File: src/rtl/mem_port_arbiter.sv
// Round-robin arbiter sharing one data-memory port among NUM_CORES cores.
// One access per grant: IDLE -> BUSY (wait for mem_ready or timeout) -> RELEASE.
module mem_port_arbiter #(
    parameter int NUM_CORES = 4,
    parameter int ADDR_W    = 16,
    parameter int DATA_W    = 16,
    parameter int TIMEOUT   = 15
) (
    input  logic                        clk,
    input  logic                        rst_n,
    input  logic [NUM_CORES-1:0]        req,
    input  logic [NUM_CORES-1:0]        req_we,
    input  logic [NUM_CORES*ADDR_W-1:0] req_addr,
    input  logic [NUM_CORES*DATA_W-1:0] req_wdata,
    output logic [NUM_CORES-1:0]        grant,
    output logic [NUM_CORES-1:0]        done,
    output logic                        err,
    output logic [DATA_W-1:0]           rdata,
    output logic                        busy,
    output logic                        mem_en,
    output logic                        mem_we,
    output logic [ADDR_W-1:0]           mem_addr,
    output logic [DATA_W-1:0]           mem_wdata,
    input  logic [DATA_W-1:0]           mem_rdata,
    input  logic                        mem_ready
);
    localparam int IDX_W = $clog2(NUM_CORES);
    localparam logic [7:0] CNT_LIMIT = 8'(TIMEOUT - 1);

    typedef enum logic [1:0] {S_IDLE, S_BUSY, S_RELEASE} state_t;

    state_t                 state_q, state_d;
    logic [NUM_CORES-1:0]   grant_q, grant_d;
    logic [NUM_CORES-1:0]   done_q, done_d;
    logic                   err_q, err_d;
    logic                   busy_q, busy_d;
    logic                   mem_en_q, mem_en_d;
    logic                   mem_we_q, mem_we_d;
    logic [ADDR_W-1:0]      mem_addr_q, mem_addr_d;
    logic [DATA_W-1:0]      mem_wdata_q, mem_wdata_d;
    logic [DATA_W-1:0]      rdata_q, rdata_d;
    logic [IDX_W-1:0]       last_q, last_d;
    logic [7:0]             cnt_q, cnt_d;

    logic                   hi_vld, lo_vld, sel_vld;
    logic [IDX_W-1:0]       hi_idx, lo_idx, sel_idx;
    logic [NUM_CORES-1:0]   sel_oh;
    logic [ADDR_W-1:0]      sel_addr;
    logic [DATA_W-1:0]      sel_wdata;
    logic                   sel_we;

    // Two descending scans: the lowest requester above last wins, else the
    // lowest requester at or below last (wrap-around).
    always_comb begin
        hi_vld = 1'b0;
        hi_idx = '0;
        lo_vld = 1'b0;
        lo_idx = '0;
        for (int i = NUM_CORES - 1; i >= 0; i--) begin
            if (req[i]) begin
                if (i > int'(last_q)) begin
                    hi_vld = 1'b1;
                    hi_idx = IDX_W'(i);
                end else begin
                    lo_vld = 1'b1;
                    lo_idx = IDX_W'(i);
                end
            end
        end
    end

    assign sel_vld = hi_vld | lo_vld;
    assign sel_idx = hi_vld ? hi_idx : lo_idx;

    always_comb begin
        sel_oh    = '0;
        sel_addr  = '0;
        sel_wdata = '0;
        sel_we    = 1'b0;
        for (int i = 0; i < NUM_CORES; i++) begin
            if (IDX_W'(i) == sel_idx) begin
                sel_oh[i] = 1'b1;
                sel_addr  = req_addr[i*ADDR_W +: ADDR_W];
                sel_wdata = req_wdata[i*DATA_W +: DATA_W];
                sel_we    = req_we[i];
            end
        end
    end

    always_comb begin
        state_d     = state_q;
        grant_d     = grant_q;
        done_d      = '0;
        err_d       = 1'b0;
        busy_d      = busy_q;
        mem_en_d    = mem_en_q;
        mem_we_d    = mem_we_q;
        mem_addr_d  = mem_addr_q;
        mem_wdata_d = mem_wdata_q;
        rdata_d     = rdata_q;
        last_d      = last_q;
        cnt_d       = cnt_q;
        case (state_q)
            S_IDLE: begin
                if (sel_vld) begin
                    grant_d     = sel_oh;
                    mem_addr_d  = sel_addr;
                    mem_wdata_d = sel_wdata;
                    mem_we_d    = sel_we;
                    mem_en_d    = 1'b1;
                    busy_d      = 1'b1;
                    last_d      = sel_idx;
                    cnt_d       = '0;
                    state_d     = S_BUSY;
                end
            end
            S_BUSY: begin
                // A ready on the limit cycle still counts as success.
                if (mem_ready) begin
                    if (!mem_we_q) rdata_d = mem_rdata;
                    done_d   = grant_q;
                    mem_en_d = 1'b0;
                    mem_we_d = 1'b0;
                    state_d  = S_RELEASE;
                end else if (cnt_q == CNT_LIMIT) begin
                    if (!mem_we_q) rdata_d = '0;
                    done_d   = grant_q;
                    err_d    = 1'b1;
                    mem_en_d = 1'b0;
                    state_d  = S_RELEASE;
                end else begin
                    cnt_d = cnt_q + 8'd1;
                end
            end
            S_RELEASE: begin
                grant_d = '0;
                busy_d  = 1'b0;
                state_d = S_IDLE;
            end
            default: state_d = S_IDLE;
        endcase
    end

    always_ff @(posedge clk or negedge rst_n) begin
        if (!rst_n) begin
            state_q     <= S_IDLE;
            grant_q     <= '0;
            done_q      <= '0;
            err_q       <= 1'b0;
            busy_q      <= 1'b0;
            mem_en_q    <= 1'b0;
            mem_we_q    <= 1'b0;
            mem_addr_q  <= '0;
            mem_wdata_q <= '0;
            rdata_q     <= '0;
            last_q      <= IDX_W'(NUM_CORES - 1);
            cnt_q       <= '0;
        end else begin
            state_q     <= state_d;
            grant_q     <= grant_d;
            done_q      <= done_d;
            err_q       <= err_d;
            busy_q      <= busy_d;
            mem_en_q    <= mem_en_d;
            mem_we_q    <= mem_we_d;
            mem_addr_q  <= mem_addr_d;
            mem_wdata_q <= mem_wdata_d;
            rdata_q     <= rdata_d;
            last_q      <= last_d;
            cnt_q       <= cnt_d;
        end
    end

    assign grant     = grant_q;
    assign done      = done_q;
    assign err       = err_q;
    assign busy      = busy_q;
    assign mem_en    = mem_en_q;
    assign mem_we    = mem_we_q;
    assign mem_addr  = mem_addr_q;
    assign mem_wdata = mem_wdata_q;
    assign rdata     = rdata_q;

endmodule

File: config.mk
export PLATFORM = sky130hd
export DESIGN_NAME = mem_port_arbiter
export DESIGN_NICKNAME = d
export VERILOG_FILES = /design/src/rtl/mem_port_arbiter.sv
export SDC_FILE = /design/constraint.sdc
export NUM_CORES = 1
export LEC_CHECK = 0
export CAP_MARGIN = 10
export CORE_MARGIN = 4
export CORE_UTILIZATION = 35
export DETAILED_ROUTE_END_ITERATION = 8
export GPL_TIMING_DRIVEN = 1
export MAX_ROUTING_LAYER = met4
export PLACE_DENSITY = 0.77
export SYNTH_ARGS = -nofsm -noshare
export SYNTH_HDL_FRONTEND = slang
export SYNTH_SLANG_ARGS = --single-unit
File: constraint.sdc
create_clock -name clk -period 1.7 [get_ports clk]
set_input_delay 0.34 -clock clk [delete_from_list [all_inputs] [get_ports clk]]
set_output_delay 0.34 -clock clk [all_outputs]
set_load 0.05 [all_outputs]
==> CHANGELOG.md <==
### Implementation results

- Clock slew seen by the registers of the worst setup and hold paths: 0.08 ns
- Cells in synth_stat.txt: 366
- Total wire length after detailed routing: 14620 um
- Compound-cell area share of the yosys netlist: 13.92%
- Outcome: complete, but fails checks
- Cell count of the worst hold path: 2
- Pin count of the biggest net entering global routing: 35
- Largest vdd supply drop: 1004 uV
- MUX area fraction: 17.46%
- Worst Path Max Fanout: 5
- Number of remaining DRC errors: 0
- Final-report max-slew violation count: 0
- Class of the worst hold path: flip-flop to flip-flop
- Final period utilization: 109.2%
- Startpoint of the lowest-slack register-to-register path: last_q[1]
- Post-synthesis chip area from yosys: 3856 sq um
- Routed WL per cell: 19.08 um
- Async SR Flop Fraction: 100.0%
- Endpoint kind of the worst setup timing path: flip-flop
- Post-cts gate resize count: 10
- Clk ins delay skew pair: 0.34 ns
- Setup violations, final: 50
- Violated checks: negative setup slack
- Vias in the first global route: 4029
- Gate Count Post-Synth: 366
- Worst setup margin: -0.1557 ns
- Antenna Nets Post-Route: 0
- Global route total overflow: 0
- Core ar.: 10790 sq um
- Number of detailed-routing iterations run before antenna repair: 4
- Count of flip-flops with a built-in enable after synthesis: 0
- Cts-stage hold buffer count: 1
- Number of port buffers: 214
## worst max path at each step
stage               endpoint       from  slack, ns  depth (start not counted)
6_report         mem_addr[8]  last_q[1]      -0.16                          6
5_1_grt          mem_addr[8]  last_q[1]      -0.23                          6
4_1_cts        mem_wdata[14]  last_q[1]      -0.12                          6
3_5_place_dp     mem_addr[7]     req[1]      -0.43                          8
3_3_place_gp   mem_wdata[13]     req[0]      -0.37                          7
2_1_floorplan   mem_addr[10]  last_q[1]       -0.1                          9
## cell usage after synthesis (2+ instances only)
cell type	instances	share of area, %
sky130_fd_sc_hd__clkbuf_4	2	0.39
sky130_fd_sc_hd__nor2_1	14	1.4
sky130_fd_sc_hd__nand2_1	45	4.4
sky130_fd_sc_hd__xor2_1	3	0.68
sky130_fd_sc_hd__mux2_2	2	0.58
sky130_fd_sc_hd__buf_4	2	0.39
sky130_fd_sc_hd__o221ai_1	32	7.3
sky130_fd_sc_hd__dfstp_2	2	1.4
sky130_fd_sc_hd__o21ai_0	7	0.91
sky130_fd_sc_hd__a21oi_2	2	0.45
sky130_fd_sc_hd__buf_12	5	2.6
sky130_fd_sc_hd__nand3_1	18	2.3
sky130_fd_sc_hd__nor3_1	2	0.26
sky130_fd_sc_hd__nand4_1	3	0.49
sky130_fd_sc_hd__ha_1	2	0.65
sky130_fd_sc_hd__a32oi_1	4	0.91
sky130_fd_sc_hd__a21oi_1	4	0.52
sky130_fd_sc_hd__buf_2	4	0.52
sky130_fd_sc_hd__clkbuf_1	11	1.1
sky130_fd_sc_hd__o21ai_1	18	2.3
sky130_fd_sc_hd__mux2i_1	65	17
sky130_fd_sc_hd__xnor2_1	3	0.68
sky130_fd_sc_hd__and2_1	4	0.65
sky130_fd_sc_hd__dfrtp_1	70	45
sky130_fd_sc_hd__inv_1	22	2.1
## cells in the final DEF (no fill, tap or decap), drive strengths merged, types with 2 or more instances in the layout
| cell type | count |
|---|---|
| nor2 | 14 |
| inv | 22 |
| ha | 2 |
| dfrtp | 70 |
| clkdlybuf4s50 | 149 |
| o22a | 3 |
| and2 | 4 |
| nand4 | 3 |
| a21oi | 6 |
| bufinv | 2 |
| nand3 | 18 |
| xnor2 | 3 |
| dfstp | 2 |
| buf | 106 |
| xor2 | 3 |
| clkbuf | 20 |
| clkinvlp | 2 |
| a32oi | 4 |
| o21ai | 25 |
| mux2i | 65 |
| nor3 | 3 |
| nand2 | 45 |
| dlymetal6s2s | 2 |
| o221ai | 32 |
| nor4 | 3 |
| mux2 | 2 |
## area by class of cell
class                      count  area, sq um
sequential                    72         1804
inverter                      22        82.58
fill                         816         3573
timing repair buffer         268         2748
clock inverter                 5        80.08
multi-input combinational    248         2188
tap                          140        175.2
clock buffer                  11        141.4
## power breakdown
group,total (mW),switching [mW],internal [mW]
sequential,2.94,0.484,2.45
clock,1.54,0.674,0.866
combinational,8.45,4.94,3.51
total,12.9,6.09,6.83
## routing by layer
layer  vias up  track usage (%)  share of wire (%)
li1       1851                -                  -
met4         0            5.609                1.6
met3        18            3.369                4.0
met1      1951            23.70                 42
met2       116            35.31                 52
met5         -                -                  0
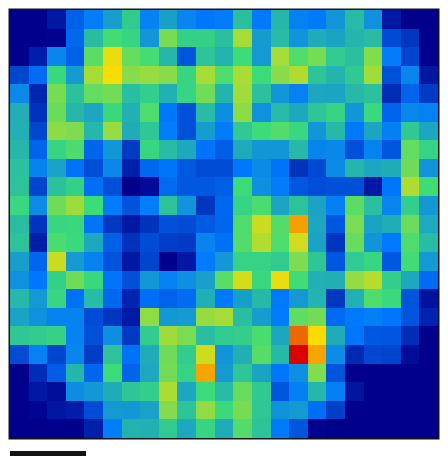
Fig. 1. Wiring heat map.
The bar under the picture is 20 um long. The die is cut into 23 by 23 equal tiles; dark blue is low, red is high, scaled to the fullest tile. Values are wire area over tile area, all layers added.
tiles over half the peak: 18%
fullest tile: 0.54
nearly empty tiles: 8.1%

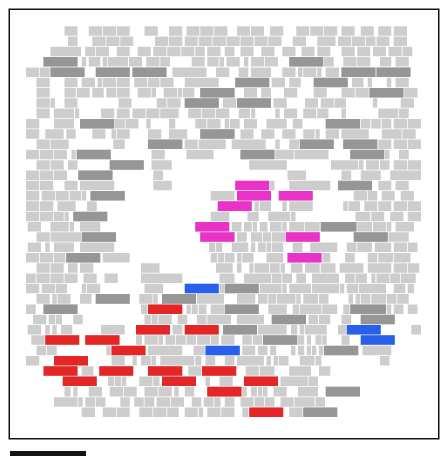
Fig. 2. Register map, names as in the netlist.
The bar under the picture is 20 um long.
| colour | name in the netlist | sequential cells |
|---|---|---|
| blue | done | 4 |
| magenta | cnt_q | 8 |
| red | rdata | 16 |

No activity file was given, so power comes from the tool's default toggle rates.
